Figure 1. Wires at chosen ports, followed through buffers (run 1).
Bar = 20 um.
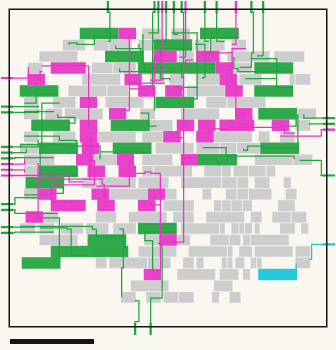
Figure 2. Power grid (run 1).
Bar = 20 um. Pins as bars on the die edge. Tap cells in gray.
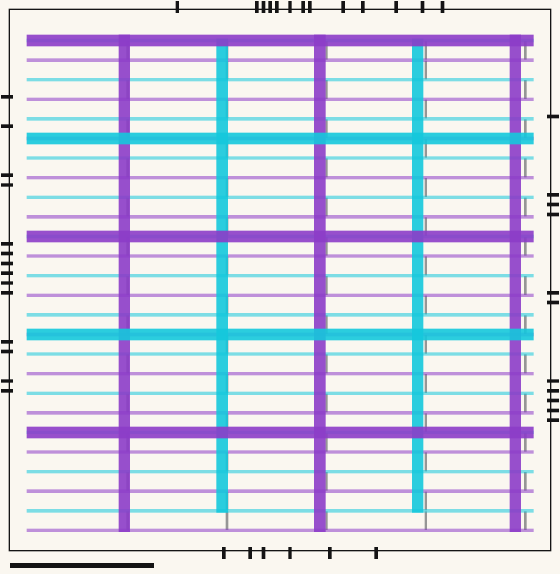
Figure 3. Register map, names as in the netlist (run 1).
Bar = 20 um. Other sequential cells in the stronger gray, the rest of the logic in the fainter gray.
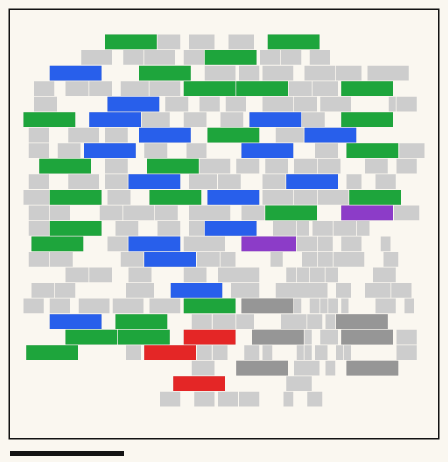
Figure 4. Cell density map (run 1).
Bar = 20 um. 7 x 7 tiles, from white (low) to dark blue (high), 0 to 100% covered.
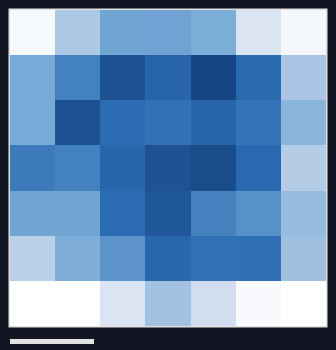
==> src/rtl/dn_pkg.sv <==
// Shared definitions for the distribution-network configuration path:
// sequencer state encoding, router route-field width and counter sizing.
package dn_pkg;

  typedef enum logic [1:0] {
    IDLE   = 2'd0,
    LOAD   = 2'd1,
    APPLY  = 2'd2,
    ACTIVE = 2'd3
  } dn_state_e;

  localparam int DN_ROUTE_W = 2;

  function automatic int cnt_width(input int n);
    return (n > 1) ? $clog2(n) : 1;
  endfunction

endpackage

==> src/rtl/dn_route_cfg.sv <==
// Configuration sequencer for the 2x2 router column: loads per-stage route
// words into a shadow buffer, commits them, then pulses set_en stage by stage.
module dn_route_cfg
  import dn_pkg::*;
#(
  parameter int NUM_SW    = 4,
  parameter int NUM_STAGE = 3,
  parameter int ROUTE_W   = DN_ROUTE_W
) (
  input  logic                              clk,
  input  logic                              reset,
  input  logic                              start,
  input  logic                              release_cfg,
  input  logic                              cfg_valid,
  output logic                              cfg_ready,
  input  logic [ROUTE_W*NUM_SW-1:0]         cfg_data,
  output logic [ROUTE_W*NUM_SW*NUM_STAGE-1:0] route_signal,
  output logic [NUM_STAGE-1:0]              set_en,
  output logic                              route_en,
  output logic                              busy,
  output logic                              done
);

  localparam int CFG_W = ROUTE_W * NUM_SW;
  localparam int RS_W  = CFG_W * NUM_STAGE;
  localparam int CNT_W = cnt_width(NUM_STAGE);
  localparam logic [CNT_W-1:0] LAST_CNT = CNT_W'(NUM_STAGE - 1);

  dn_state_e        state;
  dn_state_e        next_state;
  logic [CFG_W-1:0] shadow [NUM_STAGE];
  logic [CNT_W-1:0] beat_cnt;
  logic [CNT_W-1:0] apply_cnt;
  logic             accept;
  logic             last_beat;
  logic             last_apply;
  logic             commit;
  logic [RS_W-1:0]  commit_word;

  assign cfg_ready  = (state == LOAD);
  assign busy       = (state == LOAD) || (state == APPLY);
  assign accept     = cfg_valid && cfg_ready;
  assign last_beat  = (beat_cnt == LAST_CNT);
  assign last_apply = (state == APPLY) && (apply_cnt == LAST_CNT);
  // An abort on the final beat takes priority over committing it.
  assign commit     = accept && last_beat && !release_cfg;

  // State register.
  always_ff @(posedge clk or posedge reset) begin
    if (reset) begin
      state <= IDLE;
    end else begin
      state <= next_state;
    end
  end

  // Next-state decode.
  always_comb begin
    next_state = state;
    case (state)
      IDLE: begin
        if (start) next_state = LOAD;
        else       next_state = IDLE;
      end
      LOAD: begin
        if (release_cfg) next_state = IDLE;
        else if (commit) next_state = APPLY;
        else             next_state = LOAD;
      end
      APPLY: begin
        if (last_apply) next_state = ACTIVE;
        else            next_state = APPLY;
      end
      ACTIVE: begin
        if (release_cfg) next_state = IDLE;
        else if (start)  next_state = LOAD;
        else             next_state = ACTIVE;
      end
      default: next_state = IDLE;
    endcase
  end

  // Beat and apply counters; both return to zero on their terminal count.
  always_ff @(posedge clk or posedge reset) begin
    if (reset) begin
      beat_cnt  <= '0;
      apply_cnt <= '0;
    end else begin
      if (state != LOAD) begin
        beat_cnt <= '0;
      end else if (accept) begin
        beat_cnt <= last_beat ? '0 : beat_cnt + CNT_W'(1);
      end else begin
        beat_cnt <= beat_cnt;
      end

      if (state != APPLY) begin
        apply_cnt <= '0;
      end else if (last_apply) begin
        apply_cnt <= '0;
      end else begin
        apply_cnt <= apply_cnt + CNT_W'(1);
      end
    end
  end

  // Shadow buffer capture.
  always_ff @(posedge clk or posedge reset) begin
    if (reset) begin
      for (int s = 0; s < NUM_STAGE; s++) begin
        shadow[s] <= '0;
      end
    end else if (accept) begin
      shadow[beat_cnt] <= cfg_data;
    end
  end

  // Commit image: shadow contents with the beat being accepted folded in.
  always_comb begin
    commit_word = '0;
    for (int s = 0; s < NUM_STAGE; s++) begin
      if (CNT_W'(s) == beat_cnt) begin
        commit_word[CFG_W*s +: CFG_W] = cfg_data;
      end else begin
        commit_word[CFG_W*s +: CFG_W] = shadow[s];
      end
    end
  end

  // Registered outputs toward the router column.
  always_ff @(posedge clk or posedge reset) begin
    if (reset) begin
      route_signal <= '0;
      set_en       <= '0;
      route_en     <= 1'b0;
      done         <= 1'b0;
    end else begin
      done <= last_apply;

      if (commit) begin
        route_signal <= commit_word;
      end

      // Walking one: loaded on commit, shifted out past the last stage.
      if (commit) begin
        set_en <= NUM_STAGE'(1);
      end else if (state == APPLY) begin
        set_en <= set_en << 1'b1;
      end else begin
        set_en <= '0;
      end

      if (last_apply) begin
        route_en <= 1'b1;
      end else if (((state == LOAD) || (state == ACTIVE)) && release_cfg) begin
        route_en <= 1'b0;
      end
    end
  end

endmodule

==> config.mk <==
export PLATFORM = sky130hd
export DESIGN_NAME = dn_route_cfg
export DESIGN_NICKNAME = d
export VERILOG_FILES = /design/src/rtl/dn_pkg.sv /design/src/rtl/dn_route_cfg.sv
export SDC_FILE = /design/constraint.sdc
export NUM_CORES = 1
export LEC_CHECK = 0
export CAP_MARGIN = 10
export CORE_MARGIN = 2
export CORE_UTILIZATION = 46
export CTS_CLUSTER_SIZE = 20
export DETAILED_ROUTE_END_ITERATION = 8
export GPL_ROUTABILITY_DRIVEN = 0
export GPL_TIMING_DRIVEN = 0
export PLACE_DENSITY = 0.82
export SETUP_SLACK_MARGIN = 0.02
export SYNTH_ARGS = -nofsm -noshare
export SYNTH_HDL_FRONTEND = slang
export SYNTH_SLANG_ARGS = --single-unit
==> constraint.sdc <==
create_clock -name clk -period 1.75 [get_ports clk]
set_clock_uncertainty 0.05 [all_clocks]
set_input_delay 0.35 -clock clk [delete_from_list [all_inputs] [get_ports clk]]
set_output_delay 0.35 -clock clk [all_outputs]
set_load 0.02 [all_outputs]
==> impl_metrics.py, run 1 <==
# Generated from Yosys and OpenROAD reports
metrics = {
    "setup_path": {
        "setup.worst_path.class": "reg2out",
        "endpoint_kind": "output pin",
        "startpoint_type": "flop",
        "worst-r2r-cell-count": 6,
        "cpPeakStageDelay_ns": 0.61,
    },
    "job": {
        "number_of_openroad_warnings": 29,
    },
    "clock_tree": {
        "cts_hold_repair.buffers": 0,
        "clock_sinks": 51,
        "h-tree-depth": 2,
    },
    "cells_and_area": {
        "comb-cell-share_pct": 31.3,
        "top_register": "route_signal",
        "layout.area.seq_mm2": 0.00128,
        "post-route-cell-area_mm2": 0.00305,
        "largest_cell_class": "flip-flops and latches",
    },
    "logic_synthesis": {
        "yosys_warnings": 0,
        "edf_count": 0,
        "syn-cell-area_mm2": 0.00232,
        "synthCells": 150,
        "post_synth_xor_area_fraction_pct": 0,
        "netlist-cell-type-count": 27,
    },
    "final_timing": {
        "postLayoutSetupSlackWorst_ns": 0.0669,
        "timing.max_slew.rel_slack_pct": 82.6,
        "clock.fmax_mhz": 594,
        "setup_tns_final_ns": 0,
    },
    "power": {
        "finalPower_mw": 4.32,
        "irDropWorstVdd_mv": 0.652,
        "comb-power_mw": 1.86,
        "power_switching_mw": 1.36,
    },
    "route": {
        "total_number_of_vias": 1362,
        "drt-total-wl_mm": 4.24,
        "routed-wl-met2_mm": 2.02,
        "first_pass_iters": 4,
    },
    "hold_path": {
        "class_of_the_tightest_hold_or_removal_check": "in2async",
    },
    "placement": {
        "postPlaceCellArea_mm2": 0.00284,
    },
    "global_route": {
        "grt_most_used_layer": "met2",
        "global_route.usage.met2_pct": 25.4,
        "vias_in_the_first_global_route": 1387,
    },
    "run_status": {
        "status": "finished, final reports clean",
    },
}
## Picture notes: Figure 1
[done] cyan | direction: output | edge: east | end cells: 1 | buffers: 1 | wire: 8.80 um
[cfg_data] magenta | direction: input | edge: 4 west, 3 north, 1 east | end cells: 40 | buffers: 8 | wire: 394 um
[route_signal] green | direction: output | edge: 10 north, 9 west, 3 east, 2 south | end cells: 24 | buffers: 24 | wire: 674 um
Port Buffer Count: 42
count of boundary I/O pins: 44

## Picture notes: Figure 2
[VSS] purple
[VDD] cyan
met4 straps: 5
met5 straps: 5
met1 rails: 26
chip height: 75.0 um
die extent in x: 75.0 um

## Picture notes: Figure 3
[shadow] blue | sequential cells: 16
[beat_cnt] purple | sequential cells: 2
[route_signal] green | sequential cells: 24 | where: all over the die
[set_en] red | sequential cells: 3
not colored: 6

## Picture notes: Figure 4
densest ninth of the die: center
fullest tile: 91%
emptiest ninth of the die: south-west
nearly empty tiles: 6.1%
tiles over 75% full: 29%
mean over tiles: 53%

## Run 2: what changed since run 1
--- a/config.mk
+++ b/config.mk
@@ -6,6 +6,7 @@
 export NUM_CORES = 1
 export LEC_CHECK = 0
 export CAP_MARGIN = 10
+export CORE_ASPECT_RATIO = 2
 export CORE_MARGIN = 2
 export CORE_UTILIZATION = 46
 export CTS_CLUSTER_SIZE = 20
@@ -14,6 +15,7 @@
 export GPL_TIMING_DRIVEN = 0
 export PLACE_DENSITY = 0.82
 export SETUP_SLACK_MARGIN = 0.02
+export SKIP_LAST_GASP = 1
 export SYNTH_ARGS = -nofsm -noshare
 export SYNTH_HDL_FRONTEND = slang
 export SYNTH_SLANG_ARGS = --single-unit
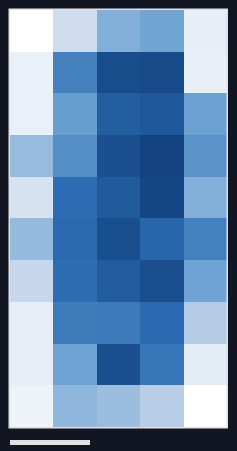
Figure 5: run 2, cell density map.
Bar = 20 um. 5 x 10 tiles, from white (low) to dark blue (high), 0 to 100% covered.
mean over tiles: 53%
nearly empty tiles: 4.0%
fullest tile: 92%

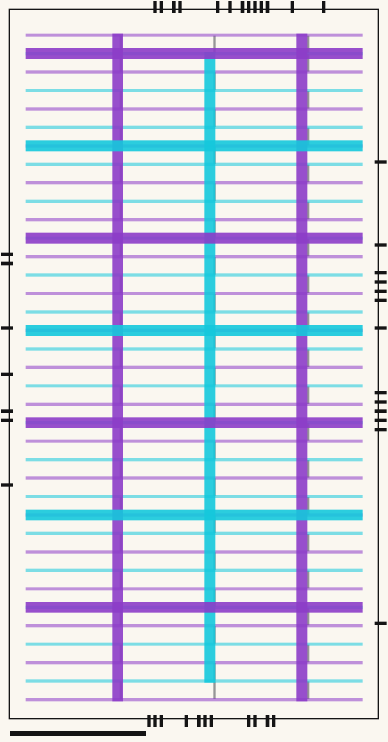
Figure 6: run 2, power grid.
Bar = 20 um. Pins as bars on the die edge. Tap cells in gray.
placeable core region: 0.00486 mm^2
die extent in x: 54.2 um
peak supply drop: 0.968 mV
chip height: 104 um

==> run 2 against run 1 <==
  * Final cell count is 2.9% lower
  * Combinational power is 3% higher
  * Via count is 0.59% lower
  * Non-clock buffer count is 4 higher
  * Global-route usage is 0.099 points higher
  * Largest cell class unchanged
==> impl_metrics.py, run 2 <==
# Generated from Yosys and OpenROAD reports
metrics = {
    "final_timing": {
        "setup_tns_final_ns": 0,
        "clock.fmax_mhz": 588,
        "postLayoutSetupSlackWorst_ns": 0.0496,
    },
    "cells_and_area": {
        "post-route-cell-area_mm2": 0.00304,
        "diodes": 0,
        "largest_cell_class": "flip-flops and latches",
        "layout.area.seq_mm2": 0.00128,
        "comb-cell-share_pct": 31.6,
        "largest_reg_flops": 24,
    },
    "route": {
        "total_number_of_vias": 1354,
        "first_pass_iters": 6,
        "routed-wl-met2_mm": 2.49,
    },
    "hold_path": {
        "class_of_the_tightest_hold_or_removal_check": "in2async",
    },
    "power": {
        "finalPower_mw": 4.28,
        "comb-power_mw": 1.92,
    },
    "setup_path": {
        "cpPeakStageDelay_ns": 0.44,
        "setup.worst_path.class": "reg2reg",
        "startpoint_type": "flop",
        "ff2ff_setup_slack_ns": 0.05,
        "endpoint_kind": "flop",
        "worst-r2r-cell-count": 5,
    },
    "global_route": {
        "vias_in_the_first_global_route": 1425,
        "grt_most_used_layer": "met2",
    },
    "logic_synthesis": {
        "post_synth_xor_area_fraction_pct": 0,
        "synthCells": 150,
        "yosys_warnings": 0,
        "syn-cell-area_mm2": 0.00232,
    },
    "placement": {
        "postPlaceCellArea_mm2": 0.00283,
        "port_buffers": 42,
    },
    "clock_tree": {
        "clock_sinks": 51,
        "cts_hold_repair.buffers": 0,
        "h-tree-depth": 2,
    },
    "floorplan": {
        "ios": 44,
    },
    "run_status": {
        "status": "finished, final reports clean",
    },
}
## Run 3: what changed since run 2
==> constraint.sdc (replaced) <==
create_clock -name clk -period 1.44 [get_ports clk]
set_clock_uncertainty 0.05 [all_clocks]
set_input_delay 0.288 -clock clk [delete_from_list [all_inputs] [get_ports clk]]
set_output_delay 0.288 -clock clk [all_outputs]
set_load 0.02 [all_outputs]
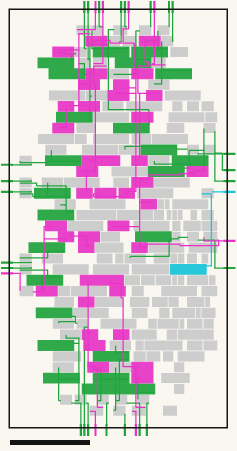
Figure 7: run 3, wires at chosen ports, followed through buffers.
Bar = 20 um.

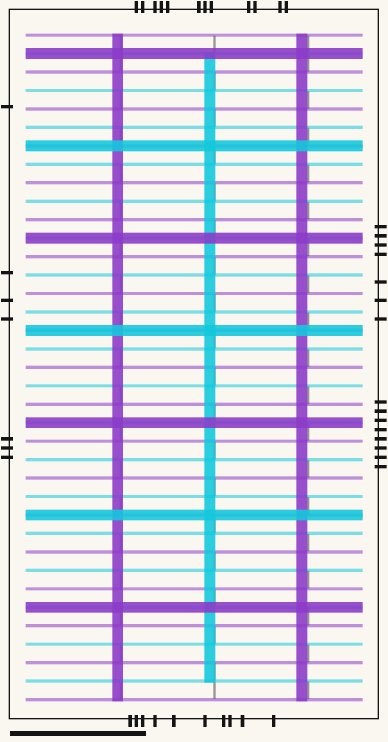
Figure 8: run 3, power grid.
Bar = 20 um. Pins as bars on the die edge. Tap cells in gray.
[VDD] cyan
[VSS] purple
signal pins: 44
met4 straps: 3
rows: 36
tap cells: 57
met1 rails: 37

==> run 3 against run 2 <==
  * The flow now finishes with violations (setup timing)
  * Clock power is 41% higher
  * Sequential power is 22% higher
  * Sequential cell count stayed put
  * Combinational power is 35% higher
  * Cell area is 6.2% higher
  * Critical endpoint is now route_signal[3]
  * Highest routed layer unchanged
==> impl_metrics.py, run 3 <==
# Generated from Yosys and OpenROAD reports
metrics = {
    "clock_tree": {
        "clock_sinks": 51,
        "cts_hold_repair.buffers": 0,
        "h-tree-depth": 2,
    },
    "floorplan": {
        "coreArea_mm2": 0.00486,
        "fp.dieH_um": 104,
        "ios": 44,
        "die_w_um": 54.2,
    },
    "final_timing": {
        "final-setup-viol-count": 44,
        "postLayoutSetupSlackWorst_ns": -0.217,
        "setup_tns_final_ns": -6.54,
    },
    "route": {
        "total_number_of_vias": 1438,
        "wirelength_met1_mm": 1.94,
        "first_pass_iters": 4,
        "routed-wl-met2_mm": 2.77,
        "detail_route.drc_violations": 0,
    },
    "placement": {
        "postPlaceCellArea_mm2": 0.00283,
        "port_buffers": 42,
    },
    "cells_and_area": {
        "post-route-cell-area_mm2": 0.00323,
        "layout.area.seq_mm2": 0.00128,
        "largest_reg_flops": 24,
        "diodes": 0,
        "largest_cell_class": "flip-flops and latches",
    },
    "setup_path": {
        "worst-r2r-cell-count": 6,
        "timing.critical_path.arrival_ns": 1.80,
        "setup.worst_path.class": "reg2reg",
        "endpoint_kind": "flop",
        "ff2ff_setup_slack_ns": -0.22,
        "startpoint_type": "flop",
        "cpPeakStageDelay_ns": 0.41,
    },
    "power": {
        "irDropWorstVdd_mv": 1.33,
        "finalPower_mw": 5.60,
    },
    "hold_path": {
        "class_of_the_tightest_hold_or_removal_check": "in2async",
    },
    "logic_synthesis": {
        "synthCells": 150,
        "post_synth_xor_area_fraction_pct": 0,
        "syn-cell-area_mm2": 0.00232,
        "synth_nets": 167,
    },
    "global_route": {
        "vias_in_the_first_global_route": 1512,
        "grt_most_used_layer": "met2",
    },
    "run_status": {
        "status": "finished with violations",
        "failed_checks": "setup timing",
    },
}
Power is estimated from default activity; no workload was simulated.
